==> config.mk <==
export PLATFORM = sky130hd
export DESIGN_NAME = sec_counter_bcd
export DESIGN_NICKNAME = d
export VERILOG_FILES = /design/src/rtl/sec_counter_bcd.sv
export SDC_FILE = /design/constraint.sdc
export NUM_CORES = 1
export LEC_CHECK = 0
export CELL_PAD_IN_SITES_DETAIL_PLACEMENT = 1
export CELL_PAD_IN_SITES_GLOBAL_PLACEMENT = 1
export CORE_MARGIN = 2
export CORE_UTILIZATION = 46
export DETAILED_ROUTE_END_ITERATION = 16
export GPL_ROUTABILITY_DRIVEN = 1
export HOLD_SLACK_MARGIN = 0.1
export PLACE_DENSITY_LB_ADDON = 0.1
export SYNTH_ARGS = -nofsm -noshare
export SYNTH_HDL_FRONTEND = slang
export SYNTH_SLANG_ARGS = --single-unit
==> constraint.sdc <==
create_clock -name clk -period 2.25 [get_ports clk]
set_input_delay 0.45 -clock clk [delete_from_list [all_inputs] [get_ports clk]]
set_output_delay 0.45 -clock clk [all_outputs]
set_load 0.05 [all_outputs]
==> src/rtl/sec_counter_bcd.sv <==
// Stopwatch seconds stage: prescales clk down to a one-second tick and
// counts 00-59 in BCD, with start/stop and clear coming from raw buttons.
// Every output is a flop, so nothing combinational runs from the buttons
// to the display decoders or the minutes stage.
module sec_counter_bcd #(
   parameter int TICK_DIV = 100000000,
   parameter int CNT_W    = 27
) (
   input  logic       clk,
   input  logic       rst,
   input  logic       start_stop,
   input  logic       clear,
   output logic [3:0] Q_ones,
   output logic [2:0] Q_tens,
   output logic       running,
   output logic       carry
);

   typedef enum logic [1:0] {
      IDLE  = 2'd0,
      RUN   = 2'd1,
      PAUSE = 2'd2
   } state_t;

   localparam int         BTN_N       = 2;
   localparam int         BTN_SS      = 0;
   localparam int         BTN_CLR     = 1;
   localparam logic [CNT_W-1:0] PRESC_LAST = CNT_W'(TICK_DIV - 1);

   logic [BTN_N-1:0] btn_raw;
   logic [BTN_N-1:0] btn_press;

   assign btn_raw = {clear, start_stop};

   // Each button gets a two-flop synchroniser followed by a history flop.
   // A press is the first cycle the synchronised level is seen high, so
   // holding a button down yields exactly one press.
   genvar gi;
   generate
      for (gi = 0; gi < BTN_N; gi++) begin : g_btn
         logic sync1_q;
         logic sync2_q;
         logic prev_q;

         // synchronise the raw level and remember the previous sample
         always_ff @(posedge clk or posedge rst) begin
            if (rst) begin
               sync1_q <= 1'b0;
               sync2_q <= 1'b0;
               prev_q  <= 1'b0;
            end else begin
               sync1_q <= btn_raw[gi];
               sync2_q <= sync1_q;
               prev_q  <= sync2_q;
            end
         end

         assign btn_press[gi] = sync2_q & ~prev_q;
      end
   endgenerate

   logic       ss_press;
   logic       clr_press;

   assign ss_press  = btn_press[BTN_SS];
   assign clr_press = btn_press[BTN_CLR];

   state_t           state_q,   state_d;
   logic [CNT_W-1:0] presc_q,   presc_d;
   logic [3:0]       ones_q,    ones_d;
   logic [2:0]       tens_q,    tens_d;
   logic             carry_q,   carry_d;
   logic             running_q, running_d;
   logic             tick;

   // The tick is the last prescaler cycle of a second, and only while running.
   assign tick = (state_q == RUN) && (presc_q == PRESC_LAST);

   // register state, prescaler, digits and the registered status outputs
   always_ff @(posedge clk or posedge rst) begin
      if (rst) begin
         state_q   <= IDLE;
         presc_q   <= '0;
         ones_q    <= 4'd0;
         tens_q    <= 3'd0;
         carry_q   <= 1'b0;
         running_q <= 1'b0;
      end else begin
         state_q   <= state_d;
         presc_q   <= presc_d;
         ones_q    <= ones_d;
         tens_q    <= tens_d;
         carry_q   <= carry_d;
         running_q <= running_d;
      end
   end

   // next state, prescaler and digit update; clear overrides everything
   always_comb begin
      state_d = state_q;
      presc_d = presc_q;
      ones_d  = ones_q;
      tens_d  = tens_q;
      carry_d = 1'b0;

      if (clr_press) begin
         // Clear drops any start_stop press and any tick due this cycle.
         state_d = IDLE;
         presc_d = '0;
         ones_d  = 4'd0;
         tens_d  = 3'd0;
      end else begin
         case (state_q)
            IDLE: begin
               if (ss_press) begin
                  state_d = RUN;
                  presc_d = '0;
               end
            end
            RUN: begin
               presc_d = tick ? '0 : presc_q + CNT_W'(1);
               // Counting is applied before a pause on the same edge,
               // so a stop coinciding with a tick still takes the step.
               if (tick) begin
                  if (ones_q >= 4'd9) begin
                     ones_d = 4'd0;
                     if (tens_q >= 3'd5) begin
                        tens_d  = 3'd0;
                        carry_d = 1'b1;
                     end else begin
                        tens_d = tens_q + 3'd1;
                     end
                  end else begin
                     ones_d = ones_q + 4'd1;
                  end
               end
               if (ss_press) begin
                  state_d = PAUSE;
               end
            end
            PAUSE: begin
               // Prescaler is left untouched so the partial second resumes.
               if (ss_press) begin
                  state_d = RUN;
               end
            end
            default: begin
               state_d = IDLE;
               presc_d = '0;
               ones_d  = 4'd0;
               tens_d  = 3'd0;
            end
         endcase
      end

      running_d = (state_d == RUN);
   end

   assign Q_ones  = ones_q;
   assign Q_tens  = tens_q;
   assign running = running_q;
   assign carry   = carry_q;

endmodule
==> results.py <==
# Generated from Yosys and OpenROAD reports
metrics = {
    "power": {
        "pg_comb_mw": 0.181,
        "combPwrFrac": 0.108,
        "p_seq_mw": 0.838,
        "power_leakage_nw": 1.13,
        "irDropWorstVdd_uv": 408,
        "seq_power_share": 0.499,
        "intPower_mw": 1.27,
        "pwr-share-clk": 0.393,
    },
    "logic_synthesis": {
        "synth-edff-count": 0,
        "ys.flops": 44,
        "mux_share": 0.0143,
        "synth_top_area_share": 0.505,
        "ys.warnings.count": 0,
        "simple_gate_area_frac": 0.271,
        "postSynthCellCount": 215,
        "adder_share": 0.0344,
        "ff_type": "dfrtp_1",
        "yosys-stat-cells": 215,
        "yosys-top-cells-area": "dfrtp_1, xor2_1, nor2_1",
    },
    "layout": {
        "final_area_mm2": 0.00256,
        "top_register": "presc_q",
        "seq_area_frac": 0.430,
        "inverters": 8,
        "n_antenna_cell": 0,
        "layout_top_cell": "dfrtp_1",
        "syn2layout_area_growth_pct": 17.3,
        "buf_share": 0.0782,
        "layout-drive-gt1-share": 0.113,
        "clkCellAreaFrac": 0.0494,
        "nClkBuffers": 7,
    },
    "grt": {
        "grt_util_met2": 0.363,
        "grt_pass1_vias": 1809,
        "grt_max_degree": 45,
    },
    "sta": {
        "worst_pin_slew_ns": 0.568,
        "drv_slew": 0,
        "hold_viol": 0,
        "finalClockSkew_ns": 0.00468,
        "clock.fmax_mhz": 462,
        "setup_slack_ns": 0.0865,
        "max-slew-margin-rel": 0.621,
        "hold_ws_ns": 0.357,
    },
    "clocking": {
        "hold_buffers": 0,
        "clock_tree.buffer_depth": 2,
        "cts.reportedPaths.clkPinSlew_ns": 0.08,
        "ctsResizeCount": 0,
    },
    "route": {
        "num_vias": 1687,
        "antenna_left": 0,
        "drc": 0,
        "first_pass_iters": 4,
        "drt-wirelength-per-cell_um": 17.9,
    },
    "hold_path": {
        "holdPathEnd": "g_btn[0].sync2_q$_DFF_PP0_",
        "holdPathStages": 0,
        "hold_path.class": "flip-flop to flip-flop",
    },
    "floorplan": {
        "dieArea_mm2": 0.00531,
        "fp_util": 0.468,
        "die_w_um": 72.9,
    },
    "setup_path": {
        "path_cells": "or4b_4 > nor4_4 > nand2_1 > or4_1 > o21ai_0",
        "cp-end-kind": "flip-flop",
        "rr_endpoint": "Q_tens[0]$_DFFE_PP0P_",
        "r2r_start": "presc_q[9]$_DFFE_PP0P_",
        "critPathMaxStageDelay_ns": 0.53,
        "start_kind": "flip-flop",
        "rrSetupSlack_ns": 0.09,
        "endpoint": "Q_tens[0]$_DFFE_PP0P_",
        "arrival_ns": 2.39,
        "crit_required_ns": 2.47,
    },
    "run_status": {
        "status": "complete, no violations",
    },
    "placed_design": {
        "port-buffer-count": 12,
        "dp.cells": 286,
        "dpl_cell_area_mm2": 0.00243,
    },
}
==> layer usage <==
layer	share of wire	wire length (um)	up-vias
met3	0.027	141	4
li1	-	-	796
met4	0.010	55	0
met5	0	0	-
met2	0.49	2570	23
met1	0.48	2500	864
==> synthesized netlist by cell type (2+ instances only) <==
master / instances
a21oi_1: 6
and3_1: 2
buf_2: 2
clkbuf_1: 2
dfrtp_1: 44
ha_1: 6
inv_1: 8
mux2i_1: 2
nand2_1: 17
nand2b_1: 3
nand3_1: 18
nand4_1: 8
nand4b_1: 3
nor2_1: 32
nor2b_1: 3
nor3_1: 3
nor4_4: 2
o211ai_1: 2
o21ai_0: 4
o31ai_1: 2
or3_1: 3
or4_1: 3
xnor2_1: 2
xor2_1: 21
Fig. 1: placed cells, one color a class
Fill, decap, tap and diode cells in gray.
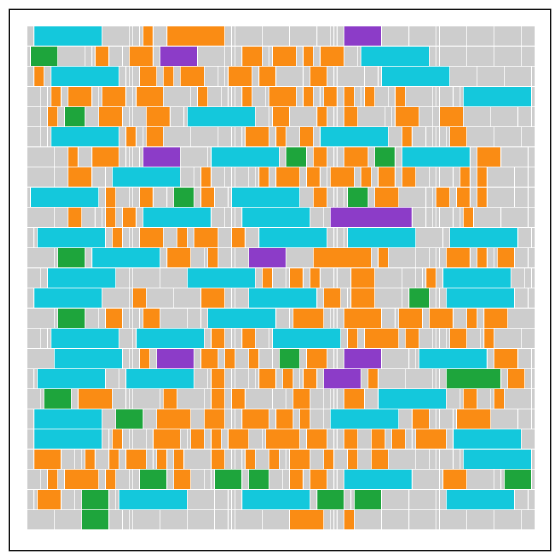
[clock drivers and dummy loads] purple | cells: 8 | share of their area: 5.1%
[registers] cyan | cells: 44 | share of their area: 44%
[remaining buffers and delay cells] green | cells: 21 | share of their area: 8.0%
[remaining logic cells] orange | cells: 167 | share of their area: 43%

Fig. 2: metal layers overlaid
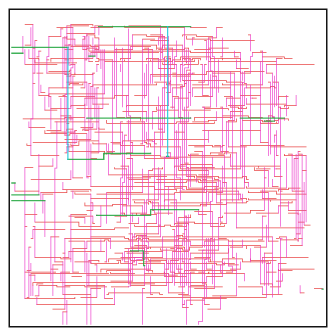
[M3] green | wire length: 141 um
[M2] magenta | wire length: 2,570 um
[M1] red | wire length: 2,500 um
[M4] cyan | wire length: 55.8 um

Fig. 3: cell placement
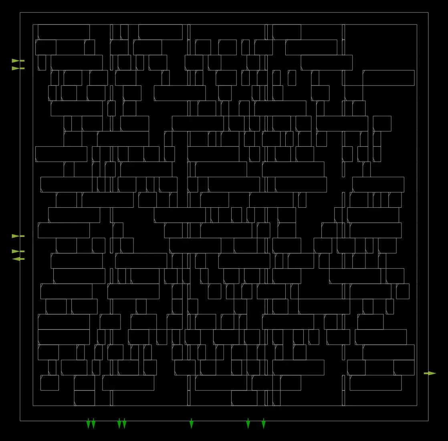
Core Region: 0.00466 mm2
Fillers: 523
flip-flops: 44
# Taps: 54

Fig. 4: clock distribution
The bar under the picture is 20 um long.
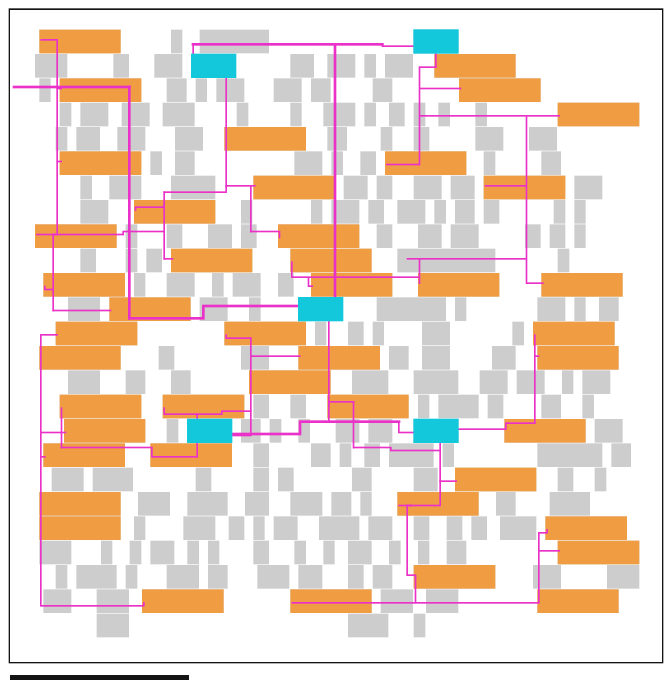
[clock wires] magenta | length: 570 um
[flip-flops] orange | count: 44
[clock-net drivers] cyan | count: 5
flops lie: widely spread
routed clock nets: 6

Fig. 5: pin map
Pins as bars across the die edge, other pins in gray.
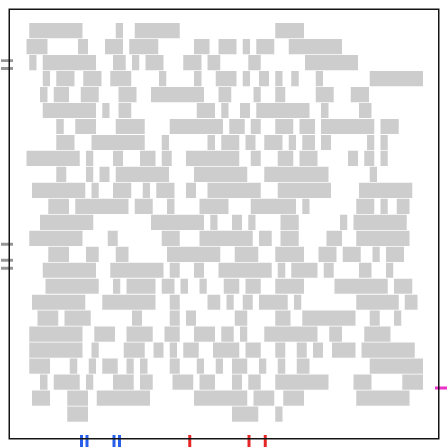
[Q_ones] blue | pins: 4 | direction: output | edge: bottom
[carry] magenta | pins: 1 | direction: output | edge: right
[Q_tens] red | pins: 3 | direction: output | edge: bottom

Power is estimated from default activity; no workload was simulated.
